==> images/detail.png <==
Window x 51 to 91, y 52 to 92 um. Cells in grey, sequential cells in the stronger grey; small squares are vias.
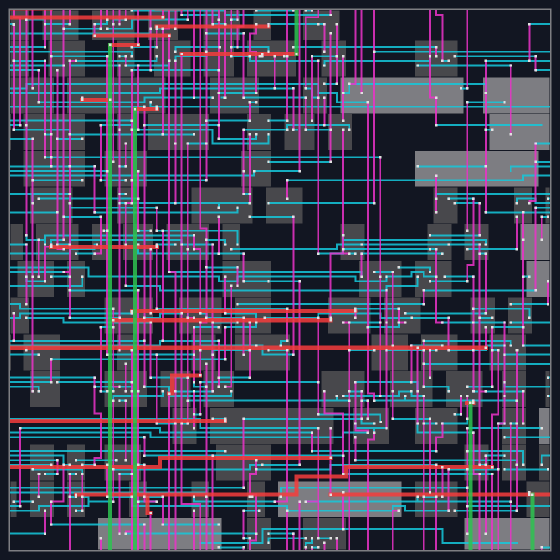
==> images/io_placement.png <==
Drawn at 3 px/um. Pins as bars across the die edge, other pins in grey.
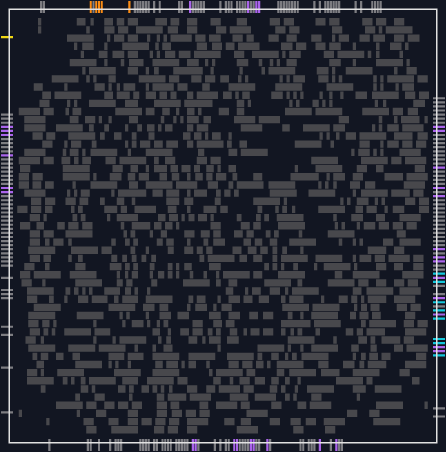
==> images/wires.png <==
Drawn at 2 px/um. Two of the layers only.
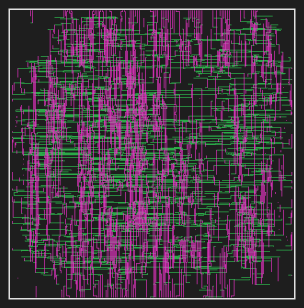
File: src/rtl/mem_align_unit_if.sv
// Bundle of pipeline-side request/response signals and the word-only
// data-memory port of mem_align_unit.
interface mem_align_unit_if;
  // Pipeline request
  logic        req_valid;
  logic        req_write;
  logic [4:0]  aluCode;
  logic [31:0] Address;
  logic [31:0] WriteData;
  // Pipeline response
  logic        stall;
  logic [31:0] LoadData;
  logic        load_valid;
  logic        misaligned;
  logic [7:0]  err_count;
  // Data-memory side
  logic [31:0] mem_Address;
  logic [31:0] mem_WriteData;
  logic        mem_MemWrite;
  logic        mem_MemRead;
  logic [4:0]  mem_aluCode;
  logic [31:0] mem_ReadData;

  // The alignment unit itself
  modport slave (
    input  req_valid, req_write, aluCode, Address, WriteData, mem_ReadData,
    output stall, LoadData, load_valid, misaligned, err_count,
           mem_Address, mem_WriteData, mem_MemWrite, mem_MemRead, mem_aluCode
  );

  // Pipeline plus data memory surrounding the unit
  modport master (
    output req_valid, req_write, aluCode, Address, WriteData, mem_ReadData,
    input  stall, LoadData, load_valid, misaligned, err_count,
           mem_Address, mem_WriteData, mem_MemWrite, mem_MemRead, mem_aluCode
  );
endinterface

File: src/rtl/mem_align_unit.sv
// Converts byte/halfword/word loads and stores into word-only memory
// accesses: sub-word stores become a read-modify-write, sub-word loads are
// lane-extracted and sign-extended, misaligned requests are dropped and counted.
module mem_align_unit #(
  parameter int MEM_IDX_W = 12  // word-index bits; must stay below 30
) (
  input logic            clk,
  input logic            rst_n,
  mem_align_unit_if.slave bus
);

  typedef enum logic {S_IDLE, S_MERGE_WR} state_t;
  typedef enum logic [1:0] {SZ_WORD, SZ_HALF, SZ_BYTE} size_t;

  localparam logic [4:0] OP_SH = 5'b01001;
  localparam logic [4:0] OP_SB = 5'b00110;
  localparam logic [4:0] OP_LH = 5'b00111;
  localparam logic [4:0] OP_LB = 5'b01000;

  state_t      r_state;
  state_t      w_next_state;
  logic [29:0] r_word_addr;
  logic [31:0] r_merge_data;
  logic [31:0] r_load_data;
  logic        r_load_valid;
  logic        r_misaligned;
  logic [7:0]  r_err_count;

  size_t       w_size;
  logic        w_aligned;
  logic        w_accept;
  logic        w_req_misaligned;
  logic        w_req_load;
  logic        w_req_word_store;
  logic        w_req_sub_store;
  logic [7:0]  w_byte;
  logic [15:0] w_half;
  logic [31:0] w_load_ext;
  logic [31:0] w_merge_word;
  logic        w_mem_read;
  logic        w_mem_write;
  logic        w_stall;
  logic [31:0] w_mem_wdata;
  logic [29:0] w_word_addr_sel;

  // Decode access size and check address alignment for that size
  always_comb begin
    // NOTE: every combinational output gets a default first so no path leaves it unassigned (no latch).
    w_size    = SZ_WORD;
    w_aligned = 1'b1;
    case (bus.aluCode)
      OP_SH, OP_LH: w_size = SZ_HALF;
      OP_SB, OP_LB: w_size = SZ_BYTE;
      default:      w_size = SZ_WORD;
    endcase
    case (w_size)
      SZ_WORD: w_aligned = (bus.Address[1:0] == 2'b00);
      SZ_HALF: w_aligned = ~bus.Address[0];
      default: w_aligned = 1'b1;
    endcase
  end

  // Requests are only taken in IDLE; MERGE_WR ignores the held store
  assign w_accept         = (r_state == S_IDLE) && bus.req_valid;
  assign w_req_misaligned = w_accept && !w_aligned;
  assign w_req_load       = w_accept &&  w_aligned && !bus.req_write;
  assign w_req_word_store = w_accept &&  w_aligned &&  bus.req_write && (w_size == SZ_WORD);
  assign w_req_sub_store  = w_accept &&  w_aligned &&  bus.req_write && (w_size != SZ_WORD);

  // Lane extraction for loads and lane replacement for sub-word stores
  always_comb begin
    w_byte       = bus.mem_ReadData[{bus.Address[1:0], 3'b000} +: 8];
    w_half       = bus.Address[1] ? bus.mem_ReadData[31:16] : bus.mem_ReadData[15:0];
    w_load_ext   = bus.mem_ReadData;
    w_merge_word = bus.mem_ReadData;
    case (w_size)
      SZ_HALF: begin
        w_load_ext = {{16{w_half[15]}}, w_half};
        if (bus.Address[1]) w_merge_word[31:16] = bus.WriteData[15:0];
        else                w_merge_word[15:0]  = bus.WriteData[15:0];
      end
      SZ_BYTE: begin
        w_load_ext = {{24{w_byte[7]}}, w_byte};
        w_merge_word[{bus.Address[1:0], 3'b000} +: 8] = bus.WriteData[7:0];
      end
      default: ;
    endcase
  end

  // FSM next state and memory-side controls
  always_comb begin
    w_next_state    = r_state;
    w_mem_read      = 1'b0;
    w_mem_write     = 1'b0;
    w_stall         = 1'b0;
    w_mem_wdata     = '0;
    w_word_addr_sel = bus.Address[31:2];
    case (r_state)
      S_IDLE: begin
        if (w_req_load || w_req_sub_store) w_mem_read = 1'b1;
        if (w_req_word_store) begin
          w_mem_write = 1'b1;
          w_mem_wdata = bus.WriteData;
        end
        if (w_req_sub_store) begin
          w_stall      = 1'b1;
          w_next_state = S_MERGE_WR;
        end
      end
      S_MERGE_WR: begin
        w_mem_write     = 1'b1;
        w_mem_wdata     = r_merge_data;
        w_word_addr_sel = r_word_addr;
        w_next_state    = S_IDLE;
      end
      default: w_next_state = S_IDLE;
    endcase
  end

  // State register; an asynchronous reset aborts a pending merge write
  always_ff @(posedge clk or negedge rst_n) begin
    // NOTE: sequential state uses non-blocking assignments so all registers update from pre-edge values.
    if (!rst_n) r_state <= S_IDLE;
    else        r_state <= w_next_state;
  end

  // Registered load result, misalignment pulse/counter and merge capture
  always_ff @(posedge clk or negedge rst_n) begin
    if (!rst_n) begin
      r_load_data  <= '0;
      r_load_valid <= 1'b0;
      r_misaligned <= 1'b0;
      r_err_count  <= '0;
      r_word_addr  <= '0;
      r_merge_data <= '0;
    end else begin
      r_load_valid <= w_req_load;
      r_misaligned <= w_req_misaligned;
      if (w_req_load) r_load_data <= w_load_ext;
      if (w_req_misaligned && (r_err_count != 8'hFF)) r_err_count <= r_err_count + 8'd1;
      if (w_req_sub_store) begin
        r_word_addr  <= bus.Address[31:2];
        r_merge_data <= w_merge_word;
      end
    end
  end

  // Memory enables are forced low while reset is held
  assign bus.mem_MemRead   = w_mem_read  & rst_n;
  assign bus.mem_MemWrite  = w_mem_write & rst_n;
  assign bus.stall         = w_stall     & rst_n;
  assign bus.mem_WriteData = w_mem_wdata;
  assign bus.mem_Address   = {w_word_addr_sel[29:MEM_IDX_W],
                              w_word_addr_sel[MEM_IDX_W-1:0], 2'b00};
  assign bus.mem_aluCode   = 5'b00000;
  assign bus.LoadData      = r_load_data;
  assign bus.load_valid    = r_load_valid;
  assign bus.misaligned    = r_misaligned;
  assign bus.err_count     = r_err_count;

endmodule
File: src/flat_wrapper.sv
// flat-port wrapper written by rule: the top's interface ports become plain ports
module mem_align_unit_flat 
#(
  parameter int MEM_IDX_W = 12                                        
)
  (clk, rst_n, bus_req_valid, bus_req_write, bus_aluCode, bus_Address, bus_WriteData, bus_mem_ReadData, bus_stall, bus_LoadData, bus_load_valid, bus_misaligned, bus_err_count, bus_mem_Address, bus_mem_WriteData, bus_mem_MemWrite, bus_mem_MemRead, bus_mem_aluCode);
  mem_align_unit_if bus_i ();
  input logic clk;
  input logic rst_n;
  input wire logic [$bits(bus_i.req_valid)-1:0] bus_req_valid;
  input wire logic [$bits(bus_i.req_write)-1:0] bus_req_write;
  input wire logic [$bits(bus_i.aluCode)-1:0] bus_aluCode;
  input wire logic [$bits(bus_i.Address)-1:0] bus_Address;
  input wire logic [$bits(bus_i.WriteData)-1:0] bus_WriteData;
  input wire logic [$bits(bus_i.mem_ReadData)-1:0] bus_mem_ReadData;
  output wire logic [$bits(bus_i.stall)-1:0] bus_stall;
  output wire logic [$bits(bus_i.LoadData)-1:0] bus_LoadData;
  output wire logic [$bits(bus_i.load_valid)-1:0] bus_load_valid;
  output wire logic [$bits(bus_i.misaligned)-1:0] bus_misaligned;
  output wire logic [$bits(bus_i.err_count)-1:0] bus_err_count;
  output wire logic [$bits(bus_i.mem_Address)-1:0] bus_mem_Address;
  output wire logic [$bits(bus_i.mem_WriteData)-1:0] bus_mem_WriteData;
  output wire logic [$bits(bus_i.mem_MemWrite)-1:0] bus_mem_MemWrite;
  output wire logic [$bits(bus_i.mem_MemRead)-1:0] bus_mem_MemRead;
  output wire logic [$bits(bus_i.mem_aluCode)-1:0] bus_mem_aluCode;
  assign bus_i.req_valid = bus_req_valid;
  assign bus_i.req_write = bus_req_write;
  assign bus_i.aluCode = bus_aluCode;
  assign bus_i.Address = bus_Address;
  assign bus_i.WriteData = bus_WriteData;
  assign bus_i.mem_ReadData = bus_mem_ReadData;
  assign bus_stall = bus_i.stall;
  assign bus_LoadData = bus_i.LoadData;
  assign bus_load_valid = bus_i.load_valid;
  assign bus_misaligned = bus_i.misaligned;
  assign bus_err_count = bus_i.err_count;
  assign bus_mem_Address = bus_i.mem_Address;
  assign bus_mem_WriteData = bus_i.mem_WriteData;
  assign bus_mem_MemWrite = bus_i.mem_MemWrite;
  assign bus_mem_MemRead = bus_i.mem_MemRead;
  assign bus_mem_aluCode = bus_i.mem_aluCode;
  mem_align_unit #(.MEM_IDX_W(MEM_IDX_W)) u_core (.clk(clk), .rst_n(rst_n), .bus(bus_i));
endmodule
File: config.mk
export PLATFORM = sky130hd
export DESIGN_NAME = mem_align_unit_flat
export DESIGN_NICKNAME = d
export VERILOG_FILES = /design/src/rtl/mem_align_unit_if.sv /design/src/rtl/mem_align_unit.sv /design/src/flat_wrapper.sv
export SDC_FILE = /design/constraint.sdc
export NUM_CORES = 1
export LEC_CHECK = 0
export ABC_CLOCK_PERIOD_IN_PS = 3600
export CAP_MARGIN = 20
export CELL_PAD_IN_SITES_DETAIL_PLACEMENT = 1
export CELL_PAD_IN_SITES_GLOBAL_PLACEMENT = 1
export CORE_AREA = 2 2 140 142
export DETAILED_ROUTE_END_ITERATION = 7
export DIE_AREA = 0 0 142 144
export GPL_ROUTABILITY_DRIVEN = 0
export PLACE_DENSITY_LB_ADDON = 0.1
export SYNTH_ARGS = -nofsm -noshare
export SYNTH_HDL_FRONTEND = slang
export SYNTH_SLANG_ARGS = --single-unit
export TNS_END_PERCENT = 5
File: constraint.sdc
create_clock -name clk -period 3.6 [get_ports clk]
set_clock_uncertainty 0.15 [all_clocks]
set_input_delay 0.54 -clock clk [delete_from_list [all_inputs] [get_ports clk]]
set_output_delay 0.54 -clock clk [all_outputs]
set_load 0.05 [all_outputs]
==> notes.md <==
The synthesis and PnR run went through. 522 cells are multi-input combinational gates. After filler insertion, the fill cell instance count of the layout stands at 2106. Total die area landed at 20400 um^2.

Per the skew report, the later register of the worst-skew pair sees a clock latency of 0.35 ns. Multi-input logic gates represent a cell area share of 36.5%. Clock-pin slew reported for the worst setup and hold paths after clock tree synthesis landed at 0.07 ns. Power share of the clock group landed at 20.4%. TritonRoute output was used to compute an average wire per cell of 21.9 um. Clock tree buffers and inverters occupy 2.76% of the routed design's cell area.

Clock net sink count landed at 105. Violation count after the first detailed-route iteration landed at 379. In the post-route analysis, the smallest setup slack over all paths is 0.0797 ns. Detailed routing placed a total of 12100 um of wire on met2. Counting endpoints that fail hold in the final report gives 0. Entering global routing, the biggest net connects 61 pins.

The flow reported a cell area power density of 475 nW/um^2. Met2 routing resource usage after global routing landed at 41.2%. Final cell utilization of the core landed at 50.4%. Adder-cell area share of the yosys netlist landed at 1.79%. Average vias per placed instance landed at 5.51. The number of gates resized after CTS was 19. Per STA, the endpoint of the critical path is bus_mem_WriteData[18].

Number of instances in the placed design landed at 1125. TritonCTS built the clock tree. The run finished with clean final reports.

Summed over all instances, the cell type with the most area after synthesis is sky130_fd_sc_hd__dfrtp_1. The worst setup path is launched from a primary input. Looking at the cell usage after synthesis, the top flip-flop cell is sky130_fd_sc_hd__dfrtp_1. Tally of buffers added on design ports landed at 211. The biggest slice of the area belongs to multi-input combinational cells. Number of distinct library cell variants in the gate-level netlist after synthesis landed at 59. Non-clock buffering takes up 29.7% of total cell area after layout. STA on the placed design reports a worst setup slack of -0.256 ns. Traced cell by cell, the critical path runs through dlygate4sd2_1 > nor2_1 > nand2_1 > a21oi_2 > and2_4 > ha_4 > or2b_4 > a2111oi_4 > buf_6 > buf_12 > buf_12 > a22o_1 > buf_12. For this run the top cell type by instance count after synthesis was sky130_fd_sc_hd__nand2_1.
Notes on detail.png above:
metal 4: shown in green. metal 2: shown in magenta. metal 3: shown in red. metal 1: shown in cyan.
Sequential cells in the window: 6. Most frequent: a21oi_1 (12). 94 logic cells have their middle in the window. Netlist names of flops here include `u_core.r_merge_data` (6).

Notes on io_placement.png above:
`clk`: shown in yellow, pins 1, direction input, edge left. `bus_mem_WriteData`: shown in purple, pins 32, direction output, edge 13 right, 9 bottom, 6 left, 4 top. `bus_aluCode`: shown in orange, pins 5, direction input, edge top. `bus_err_count`: shown in cyan, pins 8, direction output, edge right.

Notes on wires.png above:
metal 2: shown in magenta, wire length 12100 um. metal 1: shown in green, wire length 11100 um.

Power is estimated from default activity; no workload was simulated.
